$ cat src/rtl/ram_bridge_pkg.sv
// rtl/ram_bridge_pkg.sv - shared widths, bridge state encodings and defaults for ram_bridge
package ram_bridge_pkg;

    localparam int ADDR_BUS    = 32;
    localparam int DATA_BUS    = 32;
    localparam int MEM_SEL_BUS = 4;

    localparam logic [DATA_BUS-1:0] ERR_DATA_DEFAULT = 32'hDEADBEEF;

    // Backing bus is word addressed; the two byte-offset bits are always cleared.
    localparam logic [ADDR_BUS-1:0] WORD_MASK = {{(ADDR_BUS-2){1'b1}}, 2'b00};

    typedef enum logic [1:0] {
        BRG_IDLE = 2'd0,
        BRG_REQ  = 2'd1,
        BRG_DONE = 2'd2
    } brg_state_e;

endpackage

$ cat src/rtl/ram_bridge_bus_timer.sv
// rtl/ram_bridge_bus_timer.sv - request timeout counter with terminal count at TIMEOUT-1
module ram_bridge_bus_timer #(
    parameter int unsigned TIMEOUT = 256,
    parameter int unsigned CNT_W   = 8
) (
    input  logic clk,
    input  logic rst_n,
    input  logic clr_i,
    input  logic en_i,
    output logic tc_o
);

    localparam logic [CNT_W-1:0] TERM = CNT_W'(TIMEOUT - 1);

    logic [CNT_W-1:0] cnt_q, cnt_d;

    always_comb begin
        cnt_d = cnt_q;
        if (clr_i) begin
            cnt_d = '0;
        end else if (en_i) begin
            cnt_d = cnt_q + CNT_W'(1);
        end
    end

    always_ff @(posedge clk or negedge rst_n) begin
        if (!rst_n) begin
            cnt_q <= '0;
        end else begin
            cnt_q <= cnt_d;
        end
    end

    assign tc_o = (cnt_q == TERM);

endmodule

$ cat src/rtl/ram_bridge.sv
// rtl/ram_bridge.sv - core data-memory port to req/ack backing bus bridge with timeout
module ram_bridge
    import ram_bridge_pkg::*;
#(
    parameter int unsigned          TIMEOUT  = 256,
    parameter int unsigned          CNT_W    = 8,
    parameter logic [DATA_BUS-1:0]  ERR_DATA = ERR_DATA_DEFAULT
) (
    input  logic                   clk,
    input  logic                   rst,
    input  logic                   ram_en,
    input  logic [MEM_SEL_BUS-1:0] ram_write_en,
    input  logic [ADDR_BUS-1:0]    ram_addr,
    input  logic [DATA_BUS-1:0]    ram_write_data,
    output logic [DATA_BUS-1:0]    ram_read_data,
    output logic                   stall,
    output logic                   mem_req,
    output logic [MEM_SEL_BUS-1:0] mem_we,
    output logic [ADDR_BUS-1:0]    mem_addr,
    output logic [DATA_BUS-1:0]    mem_wdata,
    input  logic [DATA_BUS-1:0]    mem_rdata,
    input  logic                   mem_ack,
    output logic                   bus_err
);

    brg_state_e             state_q, state_d;
    logic                   mem_req_q, mem_req_d;
    logic [MEM_SEL_BUS-1:0] mem_we_q, mem_we_d;
    logic [ADDR_BUS-1:0]    mem_addr_q, mem_addr_d;
    logic [DATA_BUS-1:0]    mem_wdata_q, mem_wdata_d;
    logic [DATA_BUS-1:0]    rdata_q, rdata_d;
    logic                   bus_err_q, bus_err_d;
    logic                   stall_c;
    logic                   timer_clr;
    logic                   timer_en;
    logic                   timer_tc;
    logic                   is_read;

    ram_bridge_bus_timer #(
        .TIMEOUT (TIMEOUT),
        .CNT_W   (CNT_W)
    ) u_bus_timer (
        .clk   (clk),
        .rst_n (rst),
        .clr_i (timer_clr),
        .en_i  (timer_en),
        .tc_o  (timer_tc)
    );

    assign is_read = (mem_we_q == '0);

    always_comb begin
        state_d     = state_q;
        mem_req_d   = mem_req_q;
        mem_we_d    = mem_we_q;
        mem_addr_d  = mem_addr_q;
        mem_wdata_d = mem_wdata_q;
        rdata_d     = rdata_q;
        bus_err_d   = bus_err_q;
        stall_c     = 1'b0;
        timer_clr   = 1'b0;
        timer_en    = 1'b0;

        case (state_q)
            BRG_IDLE: begin
                stall_c = ram_en;
                if (ram_en) begin
                    mem_addr_d  = ram_addr & WORD_MASK;
                    mem_we_d    = ram_write_en;
                    mem_wdata_d = ram_write_data;
                    mem_req_d   = 1'b1;
                    timer_clr   = 1'b1;
                    state_d     = BRG_REQ;
                end
            end
            BRG_REQ: begin
                stall_c  = 1'b1;
                timer_en = 1'b1;
                // An ack arriving on the terminal-count cycle is a real completion.
                if (mem_ack) begin
                    if (is_read) begin
                        rdata_d = mem_rdata;
                    end
                    mem_req_d = 1'b0;
                    state_d   = BRG_DONE;
                end else if (timer_tc) begin
                    if (is_read) begin
                        rdata_d = ERR_DATA;
                    end
                    bus_err_d = 1'b1;
                    mem_req_d = 1'b0;
                    state_d   = BRG_DONE;
                end
            end
            BRG_DONE: begin
                // ram_en here is still the completed access; it must not re-issue.
                state_d = BRG_IDLE;
            end
            default: begin
                state_d = BRG_IDLE;
            end
        endcase
    end

    always_ff @(posedge clk or negedge rst) begin
        if (!rst) begin
            state_q     <= BRG_IDLE;
            mem_req_q   <= 1'b0;
            mem_we_q    <= '0;
            mem_addr_q  <= '0;
            mem_wdata_q <= '0;
            rdata_q     <= '0;
            bus_err_q   <= 1'b0;
        end else begin
            state_q     <= state_d;
            mem_req_q   <= mem_req_d;
            mem_we_q    <= mem_we_d;
            mem_addr_q  <= mem_addr_d;
            mem_wdata_q <= mem_wdata_d;
            rdata_q     <= rdata_d;
            bus_err_q   <= bus_err_d;
        end
    end

    assign stall         = rst & stall_c;
    assign mem_req       = mem_req_q;
    assign mem_we        = mem_we_q;
    assign mem_addr      = mem_addr_q;
    assign mem_wdata     = mem_wdata_q;
    assign ram_read_data = rdata_q;
    assign bus_err       = bus_err_q;

endmodule
$ cat config.mk
export PLATFORM = sky130hd
export DESIGN_NAME = ram_bridge
export DESIGN_NICKNAME = d
export VERILOG_FILES = /design/src/rtl/ram_bridge_pkg.sv /design/src/rtl/ram_bridge_bus_timer.sv /design/src/rtl/ram_bridge.sv
export SDC_FILE = /design/constraint.sdc
export NUM_CORES = 1
export LEC_CHECK = 0
export ABC_AREA = 1
export ABC_CLOCK_PERIOD_IN_PS = 3000
export CAP_MARGIN = 25
export CELL_PAD_IN_SITES_DETAIL_PLACEMENT = 0
export CELL_PAD_IN_SITES_GLOBAL_PLACEMENT = 1
export CORE_MARGIN = 3
export CORE_UTILIZATION = 33
export CTS_BUF_LIST = sky130_fd_sc_hd__clkbuf_4
export DETAILED_ROUTE_END_ITERATION = 7
export PLACE_DENSITY_LB_ADDON = 0.1
export SYNTH_ARGS = -nofsm -noshare
export SYNTH_HDL_FRONTEND = slang
export SYNTH_SLANG_ARGS = --single-unit
$ cat constraint.sdc
create_clock -name clk -period 3 [get_ports clk]
set_input_delay 0.6 -clock clk [delete_from_list [all_inputs] [get_ports clk]]
set_output_delay 0.6 -clock clk [all_outputs]
set_load 0.05 [all_outputs]
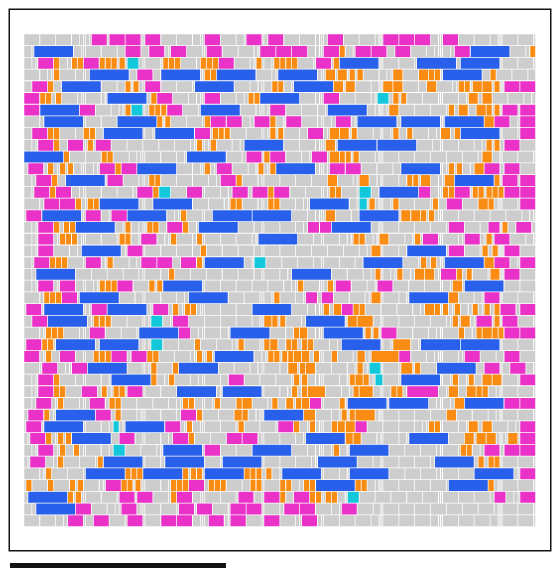
*Cell classes on the final placement, run 1*
The bar under the picture is 50 microns long. Fill, decap, tap and diode cells in grey.
| colour | class | cells | share of their area |
|---|---|---|---|
| cyan | clock drivers and dummy loads | 14 | 1.4% |
| blue | flip-flops | 110 | 41% |
| orange | all other logic | 408 | 26% |
| magenta | other buffers and delay cells | 214 | 32% |
fin area: 6950 sq um
row count: 42
core area: 13600 sq um

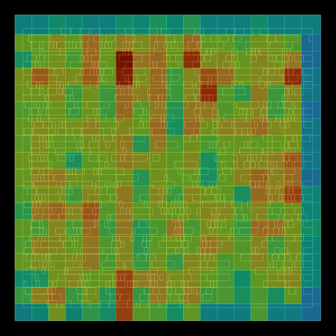
*Track usage over the die, run 1*
total track usage: 0.178
met3 Resource Use GR: 0.0691
post-layout util: 0.513
met2 GRT Util: 0.270

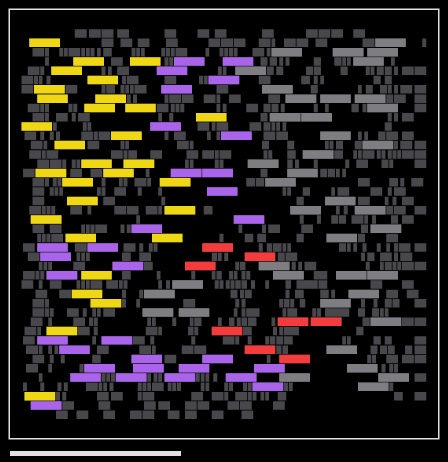
*Register map, names as in the netlist, run 1*
The bar under the picture is 50 microns long. Other sequential cells in the stronger grey, the rest of the logic in the fainter grey.
| colour | name in the netlist | sequential cells |
|---|---|---|
| red | u_bus_timer.cnt_q | 8 |
| purple | mem_wdata | 32 |
| yellow | mem_addr | 30 |
sequential share of cell area: 0.396
Flop area: 2750 sq um
seq pwr: 2.42 mW

==> flow_summary.json, run 1 <==
{
  "grt_pass1_vias": 4261,
  "comb_cells": 383,
  "worst_pin_slew_ns": 0.607,
  "top_cell": "nand2_1",
  "ys_warn_count": 0,
  "flops": 110,
  "path_cells": "dlygate4sd3_1 > buf_4 > inv_1 > nor2_1 > buf_12",
  "p_comb_mw": 4.38,
  "tns_ns": 0,
  "first_pass_iters": 4,
  "cp_max_fo": 30,
  "dp_cells": 907,
  "ys_async_sr_fraction": 1.00,
  "postRouteAntennaNets": 0,
  "worstPathArrival_ns": 1.94,
  "routabilityCongestion": 0.752,
  "io_buffers": 202,
  "cts_tree": "yes",
  "comb_area_share": 0.239,
  "dp_slack_ns": 0.743,
  "powerDensity_nw_per_um2": 1070,
  "end_kind": "primary output",
  "syn_area_sq_um": 4690,
  "top_area_frac": 0.587,
  "buffers": 214,
  "skew_ns": 0.0134,
  "cts_root_buf": "clkbuf_4",
  "setup_slack_ns": 0.461,
  "worstPathRequired_ns": 2.40,
  "p_leak_nw": 3.44,
  "grt_max_degree": 48,
  "drv_cap": 0,
  "warnings": 28,
  "ys_types": 29,
  "crit_slowest_cell": "dlygate4sd3_1",
  "status": "completed",
  "numCtsBuffers": 9,
  "dieArea_sq_um": 15700,
  "taps": 176,
  "vias_per_cell": 4.64
}
-- run 1: worst max-delay path: cells and delay by family --
family                 cells  cell delay (ns)
buffers and inverters      4             1.13
and+or+nand+nor            1             0.20
-- run 1: cell families after synthesis --
group / share of synthesized area
other cells: 0.000800
flops: 0.587
buf+inv: 0.0590
fa+ha+maj: 0.00267
simple gates: 0.338
compound gates: 0.0125
-- run 1: final timing paths --
check | startpoint | endpoint | slack [ns] | cells past startpoint
min in group asynchronous | rst | ram_read_data[23]$_DFFE_PN0P_ | 0.57 | 2
worst max-delay path | rst | stall | 0.46 | 5
worst min-delay path | ram_read_data[25]$_DFFE_PN0P_ | ram_read_data[25]$_DFFE_PN0P_ | 0.49 | 2
worst min register to register | ram_read_data[25]$_DFFE_PN0P_ | ram_read_data[25]$_DFFE_PN0P_ | 0.49 | 2
max in group asynchronous | rst | mem_wdata[29]$_DFFE_PN0P_ | 1.46 | 3
worst max register to register | mem_we[0]$_DFFE_PN0P_ | ram_read_data[18]$_DFFE_PN0P_ | 1.24 | 7
-- run 1: cell usage in the layout, fill, tap and decap left out --
cell type / instances
ha_1: 1
nand2_2: 2
conb_1: 2
clkinv_2: 2
inv_1: 22
nand2_4: 1
a22o_1: 1
a21oi_1: 2
o21ai_1: 1
nor3_1: 1
dlygate4sd3_1: 1
inv_2: 3
nand3_4: 1
nand4_1: 33
dfrtp_1: 110
or2_2: 18
clkdlybuf4s50_1: 200
clkinv_1: 1
o21bai_1: 1
clkbuf_4: 11
nand3_2: 1
buf_4: 12
o21ai_0: 4
nor2_1: 9
or2_1: 6
buf_12: 1
nand3_1: 6
nand2_1: 289
nor2_2: 2
nor2_4: 1
o31ai_1: 1
-- run 1: metal layers --
layer	routed length, microns	share of wire
met5	0	0
met4	276	0.020
met3	1330	0.096
met2	6110	0.44
met1	6130	0.44
### Local utilization, run 1

The die is cut into 13 by 13 equal tiles; black is low, pale yellow is high, 0 to 100% covered.
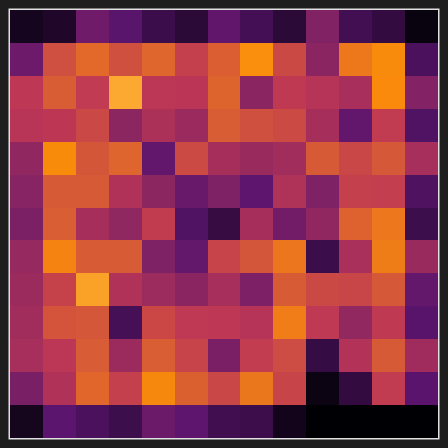

## Run 2: what changed since run 1
ABC_CLOCK_PERIOD_IN_PS = 2350   (was 3000)
CORE_UTILIZATION = 31   (was 33)
clock period = 2.35 ns   (was 3 ns; I/O delays follow)
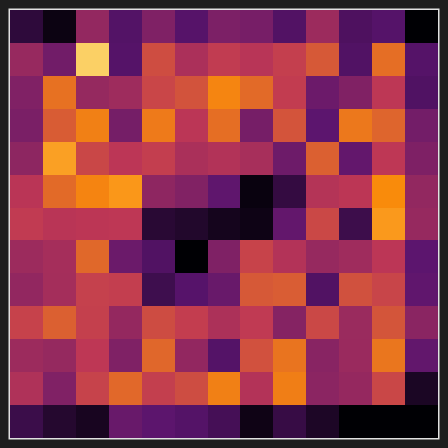
*Local utilization, run 2*
The die is cut into 13 by 13 equal tiles; black is low, pale yellow is high, 0 to 100% covered.
tiles over 75% full: 2.4%
emptiest ninth of the die: middle
nearly empty tiles: 3.0%
floorplan core density: 0.320
post-layout util: 0.481
core area: 14600 sq um

==> flow_summary.json, run 2 <==
{
  "pg_clk_mw": 1.07,
  "ys_async_sr_fraction": 1.00,
  "peakVddDrop_uv": 874,
  "worstPathRequired_ns": 1.88,
  "mux_share": 0,
  "cp-startpoint": "mem_wdata[0]$_DFFE_PN0P_",
  "cts_tree": "yes",
  "simple_gate_area_frac": 0.338,
  "path_cells": "clkdlybuf4s50_1",
  "powerDensity_nw_per_um2": 1380,
  "crit_slowest_cell": "clkdlybuf4s50_1",
  "die-height_microns": 129,
  "cp_max_fo": 2,
  "synthAdderAreaFrac": 0.00267,
  "io_buffers": 202,
  "ys_sh_xor": 0,
  "p_leak_nw": 3.46,
  "hp-class": "primary input to asynchronous set/reset pin",
  "status": "completed",
  "numCtsBuffers": 9,
  "ys_ff": 110,
  "top_cell": "nand2_1",
  "ys_types": 29,
  "die_w_microns": 129,
  "skew_ns": 0.00863,
  "postRouteAntennaNets": 0,
  "grt_pass1_wl_microns": 21500,
  "timing.fmax_mhz": 456,
  "syn2layout_area_growth_pct": 50.1,
  "p_seq_mw": 3.07,
  "routabilityCongestion": 0.780,
  "top_area_frac": 0.587,
  "end_kind": "primary output",
  "cts_root_buf": "clkbuf_4",
  "first_pass_iters": 4,
  "grt_pass1_vias": 4133,
  "ys_top_logic_family": "simple AND/OR/NAND/NOR gates",
  "crit_family": "buffers and inverters",
  "edf_count": 0,
  "critPathBufInv": 1,
  "warnings": 30,
  "layout-drive-gt1-share": 0.0764,
  "grt_max_degree": 111,
  "ys_sh_aoi": 0.0125,
  "vias_per_cell": 4.50,
  "tns_ns": 0,
  "ys_seq_frac": 0.587,
  "grtUsageTotal": 0.162,
  "dieArea_sq_um": 16600,
  "yosys_cells": 549,
  "worstPathArrival_ns": 1.72,
  "ys_area_sq_um": 4690,
  "antenna_found_initial": 1,
  "ys_warn_count": 0,
  "row_count": 44,
  "critPathKind": "register to primary output",
  "period_minus_slack_ns": 2.19,
  "p_comb_mw": 5.60,
  "swShare": 0.504,
  "reg2reg_setup_slack_ns": 0.71,
  "mostFrequentLayoutCells": "nand2_1, clkdlybuf4s50_1, dfrtp_1",
  "reg2reg_from": "u_bus_timer.cnt_q[0]$_DFFE_PN0P_",
  "worst_pin_slew_ns": 0.615,
  "lay_top_count": "nand2_1",
  "drv_cap": 0,
  "syn_area_sq_um": 4690
}
## run 2: path summary, 6_finish.rpt
| kind | end | depth (start not counted) |
|---|---|---|
| worst min register to register | ram_read_data[1]$_DFFE_PN0P_ | 2 |
| min in group clk | ram_read_data[1]$_DFFE_PN0P_ | 2 |
| worst min-delay path | ram_read_data[25]$_DFFE_PN0P_ | 2 |
| max in group asynchronous | mem_addr[5]$_DFFE_PN0P_ | 2 |
| worst max-delay path | mem_wdata[0] | 1 |
| worst max register to register | ram_read_data[16]$_DFFE_PN0P_ | 8 |
## run 2: cell type report
class                      count  area [sq um]  share of cell area
antenna                        1          2.50            0.000355
clock buffer                   9          67.6             0.00960
clock inverter                 7          98.8              0.0140
inverter                      25          93.8              0.0133
multi-input combinational    383          1660               0.236
sequential                   110          2750               0.391
tap                          184           230              0.0327
timing repair buffer         212          2130               0.303
## run 2: per-stage QoR
step,worst slack [ns],power [mW],utilization,instances,area (sq um)
final,0.157,9.74,0.481,931,7040
after global routing,0.0430,10.3,0.481,931,7040
after CTS,0.0979,9.87,0.481,930,7040
after detailed placement,0.351,8.75,0.469,914,6870
after global placement,0.356,8.70,0.469,914,6870
after floorplan,0.542,6.65,-,550,4690
## run 2: kinds of logic after synthesis
| group | after synthesis |
|---|---|
| flip-flops | 110 |
| AND/OR/NAND/NOR | 370 |
| other | 1 |
| AND-OR/OR-AND | 10 |
| adder cells (fa/ha/maj) | 1 |
| buffers and inverters | 57 |
## run 2: layer usage
metal	GRT usage	vias to the layer above	share of wire	wire length [microns]
li1	-	2072	-	-
met1	0.208	1953	0.44	5910
met2	0.248	162	0.45	6100
met3	0.0805	6	0.11	1470
met4	0.0315	0	0.0080	108
met5	0	-	0	0
Power and IR drop assume default switching activity.
